**src/rtl/mips_ctrl_pkg.sv**
```systemverilog
// Shared definitions for the multi-cycle MIPS-subset control path:
// opcodes, state encodings, ALU/mux select codes and the control word.
package mips_ctrl_pkg;

  localparam int STATE_W = 4;

  // Opcodes decoded by the controller
  localparam logic [5:0] OP_RTYPE = 6'b000000;
  localparam logic [5:0] OP_LW    = 6'b100011;
  localparam logic [5:0] OP_SW    = 6'b101011;
  localparam logic [5:0] OP_BEQ   = 6'b000100;
  localparam logic [5:0] OP_ADDI  = 6'b001000;
  localparam logic [5:0] OP_J     = 6'b000010;

  // State encodings; the values are visible on the debug state port
  localparam logic [STATE_W-1:0] S_FETCH   = 4'd0;
  localparam logic [STATE_W-1:0] S_DECODE  = 4'd1;
  localparam logic [STATE_W-1:0] S_MEMADR  = 4'd2;
  localparam logic [STATE_W-1:0] S_MEMRD   = 4'd3;
  localparam logic [STATE_W-1:0] S_MEMWB   = 4'd4;
  localparam logic [STATE_W-1:0] S_MEMWR   = 4'd5;
  localparam logic [STATE_W-1:0] S_EXECUTE = 4'd6;
  localparam logic [STATE_W-1:0] S_ALUWB   = 4'd7;
  localparam logic [STATE_W-1:0] S_BRANCH  = 4'd8;
  localparam logic [STATE_W-1:0] S_ADDIEX  = 4'd9;
  localparam logic [STATE_W-1:0] S_ADDIWB  = 4'd10;
  localparam logic [STATE_W-1:0] S_JUMP    = 4'd11;

  // aluop codes consumed by the downstream ALU function decoder
  localparam logic [1:0] ALUOP_ADD   = 2'b00;
  localparam logic [1:0] ALUOP_SUB   = 2'b01;
  localparam logic [1:0] ALUOP_FUNCT = 2'b10;

  // ALU B operand select
  localparam logic [1:0] ALUSRCB_REGB  = 2'b00;
  localparam logic [1:0] ALUSRCB_FOUR  = 2'b01;
  localparam logic [1:0] ALUSRCB_IMM   = 2'b10;
  localparam logic [1:0] ALUSRCB_IMMSH = 2'b11;

  // Next-PC select
  localparam logic [1:0] PCSRC_ALU    = 2'b00;
  localparam logic [1:0] PCSRC_ALUOUT = 2'b01;
  localparam logic [1:0] PCSRC_JUMP   = 2'b10;

  // One cycle's worth of control outputs
  typedef struct packed {
    logic       mem_req;
    logic       memwrite;
    logic       irwrite;
    logic       pcwrite;
    logic       branch;
    logic       iord;
    logic       alusrca;
    logic [1:0] alusrcb;
    logic [1:0] aluop;
    logic [1:0] pcsrc;
    logic       regdst;
    logic       memtoreg;
    logic       regwrite;
    logic       illegal_op;
    logic       instr_done;
  } ctrl_t;

  // True for the six opcodes the core implements
  function automatic logic is_legal_op(input logic [5:0] op);
    return (op == OP_RTYPE) || (op == OP_LW) || (op == OP_SW) ||
           (op == OP_BEQ)   || (op == OP_ADDI) || (op == OP_J);
  endfunction

endpackage

```
**src/rtl/multicycle_controller_if.sv**
```systemverilog
// Controller <-> datapath bundle. The master is the controller, the slave
// is the datapath/memory side that supplies op and mem_ready.
//
// Handshake: mem_req is held high for as long as the controller is in a
// memory state (FETCH, MEMRD, MEMWR). The access completes on the rising
// edge where mem_req and mem_ready are both high; there is no separate
// acknowledge, and mem_ready is ignored whenever mem_req is low.
interface multicycle_controller_if #(
  parameter int STATE_W = 4
);
  logic [5:0]         op;
  logic               mem_ready;
  logic               mem_req;
  logic               memwrite;
  logic               irwrite;
  logic               pcwrite;
  logic               branch;
  logic               iord;
  logic               alusrca;
  logic [1:0]         alusrcb;
  logic [1:0]         aluop;
  logic [1:0]         pcsrc;
  logic               regdst;
  logic               memtoreg;
  logic               regwrite;
  logic               illegal_op;
  logic               instr_done;
  logic [STATE_W-1:0] state;

  modport master (
    input  op, mem_ready,
    output mem_req, memwrite, irwrite, pcwrite, branch, iord, alusrca,
           alusrcb, aluop, pcsrc, regdst, memtoreg, regwrite,
           illegal_op, instr_done, state
  );

  modport slave (
    output op, mem_ready,
    input  mem_req, memwrite, irwrite, pcwrite, branch, iord, alusrca,
           alusrcb, aluop, pcsrc, regdst, memtoreg, regwrite,
           illegal_op, instr_done, state
  );
endinterface

```
**src/rtl/multicycle_controller.sv**
```systemverilog
// Main control FSM of the multi-cycle MIPS-subset core. One state register,
// a next-state decoder and a Moore-style output decoder; the only inputs
// that reach the outputs directly are mem_ready (FETCH, MEMWR) and op
// (illegal_op in DECODE).
module multicycle_controller #(
  parameter int STATE_W = 4
) (
  input  logic                     clk,
  input  logic                     rst,
  multicycle_controller_if.master  bus
);
  import mips_ctrl_pkg::*;

  logic [STATE_W-1:0] state_q;
  logic [STATE_W-1:0] state_d;
  ctrl_t              ctrl;

  // State register; reset aborts any instruction in flight
  always_ff @(posedge clk) begin
    if (rst) begin
      state_q <= S_FETCH;
    end else begin
      state_q <= state_d;
    end
  end

  // Next-state decode; unused encodings fall back to FETCH
  always_comb begin
    state_d = S_FETCH;
    case (state_q)
      S_FETCH:   state_d = bus.mem_ready ? S_DECODE : S_FETCH;
      S_DECODE: begin
        case (bus.op)
          OP_LW, OP_SW: state_d = S_MEMADR;
          OP_RTYPE:     state_d = S_EXECUTE;
          OP_BEQ:       state_d = S_BRANCH;
          OP_ADDI:      state_d = S_ADDIEX;
          OP_J:         state_d = S_JUMP;
          default:      state_d = S_FETCH;
        endcase
      end
      // op is held by the instruction register, so only lw/sw arrive here
      S_MEMADR:  state_d = (bus.op == OP_LW) ? S_MEMRD : S_MEMWR;
      S_MEMRD:   state_d = bus.mem_ready ? S_MEMWB : S_MEMRD;
      S_MEMWB:   state_d = S_FETCH;
      S_MEMWR:   state_d = bus.mem_ready ? S_FETCH : S_MEMWR;
      S_EXECUTE: state_d = S_ALUWB;
      S_ALUWB:   state_d = S_FETCH;
      S_BRANCH:  state_d = S_FETCH;
      S_ADDIEX:  state_d = S_ADDIWB;
      S_ADDIWB:  state_d = S_FETCH;
      S_JUMP:    state_d = S_FETCH;
      default:   state_d = S_FETCH;
    endcase
  end

  // Output decode; everything is held at zero while reset is asserted so
  // no strobe can fire in the cycle an instruction is aborted
  always_comb begin
    ctrl = '0;
    if (!rst) begin
      case (state_q)
        S_FETCH: begin
          ctrl.mem_req = 1'b1;
          ctrl.iord    = 1'b0;
          ctrl.alusrca = 1'b0;
          ctrl.alusrcb = ALUSRCB_FOUR;
          ctrl.aluop   = ALUOP_ADD;
          ctrl.pcsrc   = PCSRC_ALU;
          ctrl.irwrite = bus.mem_ready;
          ctrl.pcwrite = bus.mem_ready;
        end
        S_DECODE: begin
          // Branch target is computed speculatively into ALUOut here
          ctrl.alusrca    = 1'b0;
          ctrl.alusrcb    = ALUSRCB_IMMSH;
          ctrl.aluop      = ALUOP_ADD;
          ctrl.illegal_op = !is_legal_op(bus.op);
        end
        S_MEMADR: begin
          ctrl.alusrca = 1'b1;
          ctrl.alusrcb = ALUSRCB_IMM;
          ctrl.aluop   = ALUOP_ADD;
        end
        S_MEMRD: begin
          ctrl.mem_req = 1'b1;
          ctrl.iord    = 1'b1;
        end
        S_MEMWB: begin
          ctrl.regdst     = 1'b0;
          ctrl.memtoreg   = 1'b1;
          ctrl.regwrite   = 1'b1;
          ctrl.instr_done = 1'b1;
        end
        S_MEMWR: begin
          ctrl.mem_req    = 1'b1;
          ctrl.iord       = 1'b1;
          ctrl.memwrite   = 1'b1;
          ctrl.instr_done = bus.mem_ready;
        end
        S_EXECUTE: begin
          ctrl.alusrca = 1'b1;
          ctrl.alusrcb = ALUSRCB_REGB;
          ctrl.aluop   = ALUOP_FUNCT;
        end
        S_ALUWB: begin
          ctrl.regdst     = 1'b1;
          ctrl.memtoreg   = 1'b0;
          ctrl.regwrite   = 1'b1;
          ctrl.instr_done = 1'b1;
        end
        S_BRANCH: begin
          ctrl.alusrca    = 1'b1;
          ctrl.alusrcb    = ALUSRCB_REGB;
          ctrl.aluop      = ALUOP_SUB;
          ctrl.pcsrc      = PCSRC_ALUOUT;
          ctrl.branch     = 1'b1;
          ctrl.instr_done = 1'b1;
        end
        S_ADDIEX: begin
          ctrl.alusrca = 1'b1;
          ctrl.alusrcb = ALUSRCB_IMM;
          ctrl.aluop   = ALUOP_ADD;
        end
        S_ADDIWB: begin
          ctrl.regdst     = 1'b0;
          ctrl.memtoreg   = 1'b0;
          ctrl.regwrite   = 1'b1;
          ctrl.instr_done = 1'b1;
        end
        S_JUMP: begin
          ctrl.pcsrc      = PCSRC_JUMP;
          ctrl.pcwrite    = 1'b1;
          ctrl.instr_done = 1'b1;
        end
        default: ctrl = '0;
      endcase
    end
  end

  assign bus.mem_req    = ctrl.mem_req;
  assign bus.memwrite   = ctrl.memwrite;
  assign bus.irwrite    = ctrl.irwrite;
  assign bus.pcwrite    = ctrl.pcwrite;
  assign bus.branch     = ctrl.branch;
  assign bus.iord       = ctrl.iord;
  assign bus.alusrca    = ctrl.alusrca;
  assign bus.alusrcb    = ctrl.alusrcb;
  assign bus.aluop      = ctrl.aluop;
  assign bus.pcsrc      = ctrl.pcsrc;
  assign bus.regdst     = ctrl.regdst;
  assign bus.memtoreg   = ctrl.memtoreg;
  assign bus.regwrite   = ctrl.regwrite;
  assign bus.illegal_op = ctrl.illegal_op;
  assign bus.instr_done = ctrl.instr_done;
  assign bus.state      = state_q;

endmodule

```
**src/flat_wrapper.sv**
```systemverilog
// flat-port wrapper written by rule: the top's interface ports become plain ports
module multicycle_controller_flat import mips_ctrl_pkg::*;
#(
  parameter int STATE_W = 4
)
  (clk, rst, bus_op, bus_mem_ready, bus_mem_req, bus_memwrite, bus_irwrite, bus_pcwrite, bus_branch, bus_iord, bus_alusrca, bus_alusrcb, bus_aluop, bus_pcsrc, bus_regdst, bus_memtoreg, bus_regwrite, bus_illegal_op, bus_instr_done, bus_state);
  multicycle_controller_if #(.STATE_W(STATE_W)) bus_i ();
  input  logic clk;
  input  logic rst;
  input wire logic [$bits(bus_i.op)-1:0] bus_op;
  input wire logic [$bits(bus_i.mem_ready)-1:0] bus_mem_ready;
  output wire logic [$bits(bus_i.mem_req)-1:0] bus_mem_req;
  output wire logic [$bits(bus_i.memwrite)-1:0] bus_memwrite;
  output wire logic [$bits(bus_i.irwrite)-1:0] bus_irwrite;
  output wire logic [$bits(bus_i.pcwrite)-1:0] bus_pcwrite;
  output wire logic [$bits(bus_i.branch)-1:0] bus_branch;
  output wire logic [$bits(bus_i.iord)-1:0] bus_iord;
  output wire logic [$bits(bus_i.alusrca)-1:0] bus_alusrca;
  output wire logic [$bits(bus_i.alusrcb)-1:0] bus_alusrcb;
  output wire logic [$bits(bus_i.aluop)-1:0] bus_aluop;
  output wire logic [$bits(bus_i.pcsrc)-1:0] bus_pcsrc;
  output wire logic [$bits(bus_i.regdst)-1:0] bus_regdst;
  output wire logic [$bits(bus_i.memtoreg)-1:0] bus_memtoreg;
  output wire logic [$bits(bus_i.regwrite)-1:0] bus_regwrite;
  output wire logic [$bits(bus_i.illegal_op)-1:0] bus_illegal_op;
  output wire logic [$bits(bus_i.instr_done)-1:0] bus_instr_done;
  output wire logic [$bits(bus_i.state)-1:0] bus_state;
  assign bus_i.op = bus_op;
  assign bus_i.mem_ready = bus_mem_ready;
  assign bus_mem_req = bus_i.mem_req;
  assign bus_memwrite = bus_i.memwrite;
  assign bus_irwrite = bus_i.irwrite;
  assign bus_pcwrite = bus_i.pcwrite;
  assign bus_branch = bus_i.branch;
  assign bus_iord = bus_i.iord;
  assign bus_alusrca = bus_i.alusrca;
  assign bus_alusrcb = bus_i.alusrcb;
  assign bus_aluop = bus_i.aluop;
  assign bus_pcsrc = bus_i.pcsrc;
  assign bus_regdst = bus_i.regdst;
  assign bus_memtoreg = bus_i.memtoreg;
  assign bus_regwrite = bus_i.regwrite;
  assign bus_illegal_op = bus_i.illegal_op;
  assign bus_instr_done = bus_i.instr_done;
  assign bus_state = bus_i.state;
  multicycle_controller #(.STATE_W(STATE_W)) u_core (.clk(clk), .rst(rst), .bus(bus_i));
endmodule
```
**config.mk**
```make
export PLATFORM = sky130hd
export DESIGN_NAME = multicycle_controller_flat
export DESIGN_NICKNAME = d
export VERILOG_FILES = /design/src/rtl/mips_ctrl_pkg.sv /design/src/rtl/multicycle_controller_if.sv /design/src/rtl/multicycle_controller.sv /design/src/flat_wrapper.sv
export SDC_FILE = /design/constraint.sdc
export NUM_CORES = 1
export LEC_CHECK = 0
export ABC_AREA = 0
export ABC_CLOCK_PERIOD_IN_PS = 1900
export CAP_MARGIN = 20
export CORE_MARGIN = 2
export CORE_UTILIZATION = 41
export CTS_BUF_LIST = sky130_fd_sc_hd__clkbuf_8
export CTS_CLUSTER_SIZE = 24
export DETAILED_ROUTE_END_ITERATION = 8
export PLACE_DENSITY = 0.81
export SLEW_MARGIN = 25
export SYNTH_ARGS = -nofsm -noshare
export SYNTH_HDL_FRONTEND = slang
export SYNTH_SLANG_ARGS = --single-unit
export TNS_END_PERCENT = 1
```
**constraint.sdc**
```tcl
create_clock -name clk -period 1.9 [get_ports clk]
set_input_delay 0.475 -clock clk [delete_from_list [all_inputs] [get_ports clk]]
set_output_delay 0.475 -clock clk [all_outputs]
set_load 0.01 [all_outputs]
```
Layout detail:
Region (18, 0) to (43, 25) um. Cells in grey, sequential cells in the stronger grey; small squares are vias.
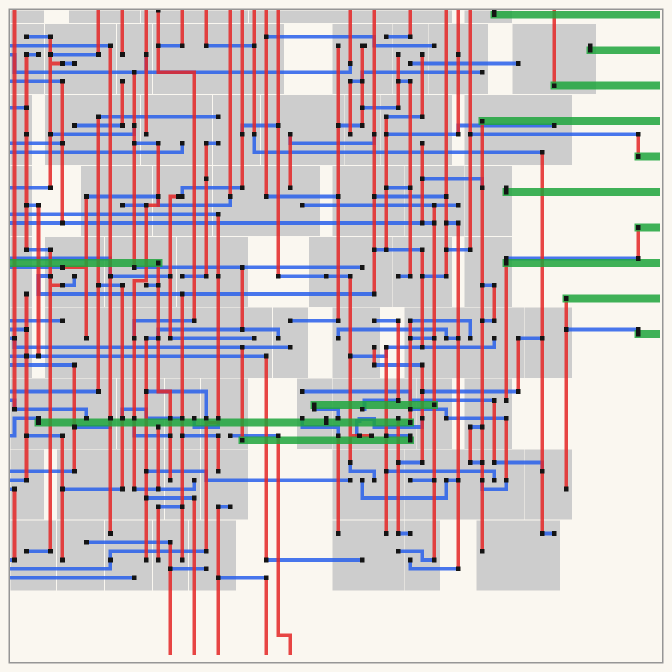
Key: M3 = green; M1 = blue; M2 = red
Most frequent: buf_4 (8), nor2_1 (7), clkbuf_2 (7). 54 logic cells have their middle in the window. Sequential cells in the window: 0.

Metal layers overlaid:
Only two layers are drawn.
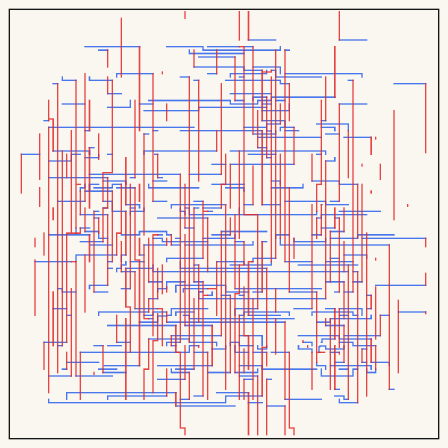
Key: M1 = blue [wire length 885 um]; M2 = red [wire length 1,230 um]

==> summary.rpt <==
FLOW METRICS REPORT
----------------------------------------------------
[Timing]
  Final sum of negative setup slack ........................ -0.0269 ns
  Minimum setup slack in the final design ........................ -0.0214 ns
  Final min period ........................ 1.92 ns
  Setup violators final ........................ 2
  Least-Margin Pin Slew ........................ 0.330 ns

[Routing]
  Highest routed metal layer ........................ met4
  Detailed-routed wire length on met3 ........................ 135 um
  Number of violations reported at the end of detailed-routing iteration 0 ........................ 8
  Iteration tally of the first detailed-router pass ........................ 4

[CTS]
  Setup Buffers After CTS ........................ 2
  TritonCTS buffer count ........................ 3
  Clock network latency to the later pin of the worst-skew pair ........................ 0.22 ns
  Clock transition at the register clock pins on the worst setup and hold paths after CTS ........................ 0.03 ns

[Power and ir drop]
  Static leakage ........................ 0.506 nW
  Max IR drop VDD ........................ 0.000383 V

[Setup path]
  Type of element launching the critical path ........................ flip-flop
  Maximum single-stage delay on the critical path ........................ 0.33 ns
  WP data required ........................ 1.42 ns
  Worst-path maximum fanout ........................ 6

[Synthesis]
  Flops after synth ........................ 4
  Count of synthesis-stage warnings from yosys ........................ 0
  Most frequent cells after synthesis ........................ 11 x sky130_fd_sc_hd__nor2_1, 5 x sky130_fd_sc_hd__a21oi_1
  Post-synth area hogs ........................ sky130_fd_sc_hd__dfxtp_1 13%, sky130_fd_sc_hd__nor2_1 6.5%, sky130_fd_sc_hd__a2111oi_2 4.7%
  Ao+oa area frac ........................ 27.4%
  Most frequent cell after synthesis ........................ sky130_fd_sc_hd__nor2_1
  Async set or reset register ratio after synthesis ........................ 0%
  Simple Share, Synth ........................ 45.2%
  Multiplexer fraction of the synthesized cell area ........................ 1.58%
  Top comb family, area ........................ simple AND/OR/NAND/NOR gates

[Flow run]
  Log Warnings ........................ 28

[Layout]
  Number of flip-flops under the largest register name ........................ 4
  Number of cells in the finished layout apart from fillers ........................ 159

[Place]
  Final weighted congestion in routability-driven placement ........................ 0.868

[Die]
  Chip footprint ........................ 0.00188 mm2
  Number of top-level pins ........................ 31

[Outcome]
  Status ........................ finished, violations left
  Violated checks ........................ negative setup slack

----------------------------------------------------
Track usage over the die:
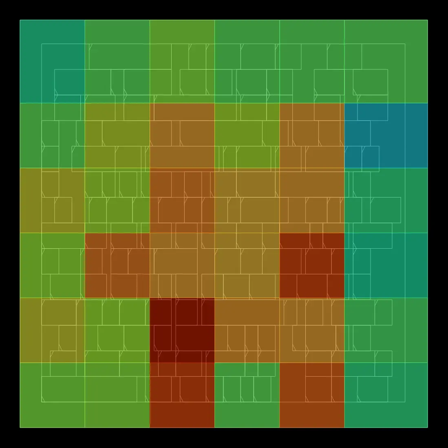
met2 Usage GRT: 50.7%
met1 usage in global routing: 25.1%
drt wl/cell: 14.3 um
aggregate global-route resource usage: 25.6%

## path summary, 6_finish.rpt
kind | startpoint | endpoint | slack (ns) | cells past startpoint
worst max-delay path | u_core.bus.state[2] | bus_pcwrite | -0.02 | 6
worst min-delay path | u_core.bus.state[2] | u_core.bus.state[3] | 0.61 | 2
worst max register to register | u_core.bus.state[1] | u_core.bus.state[2] | 0.59 | 5
worst min register to register | u_core.bus.state[2] | u_core.bus.state[3] | 0.61 | 2
## layout make-up
type / count / area [um2] / area share (%)
inverters: 2 / 7.51 / 0.641
clock buffers: 3 / 41.3 / 3.53
well taps: 16 / 20.0 / 1.71
multi-input cells: 73 / 559 / 47.8
repair buffers: 61 / 450 / 38.5
flip-flops and latches: 4 / 92.6 / 7.91
No activity file was given, so power comes from the tool's default toggle rates.
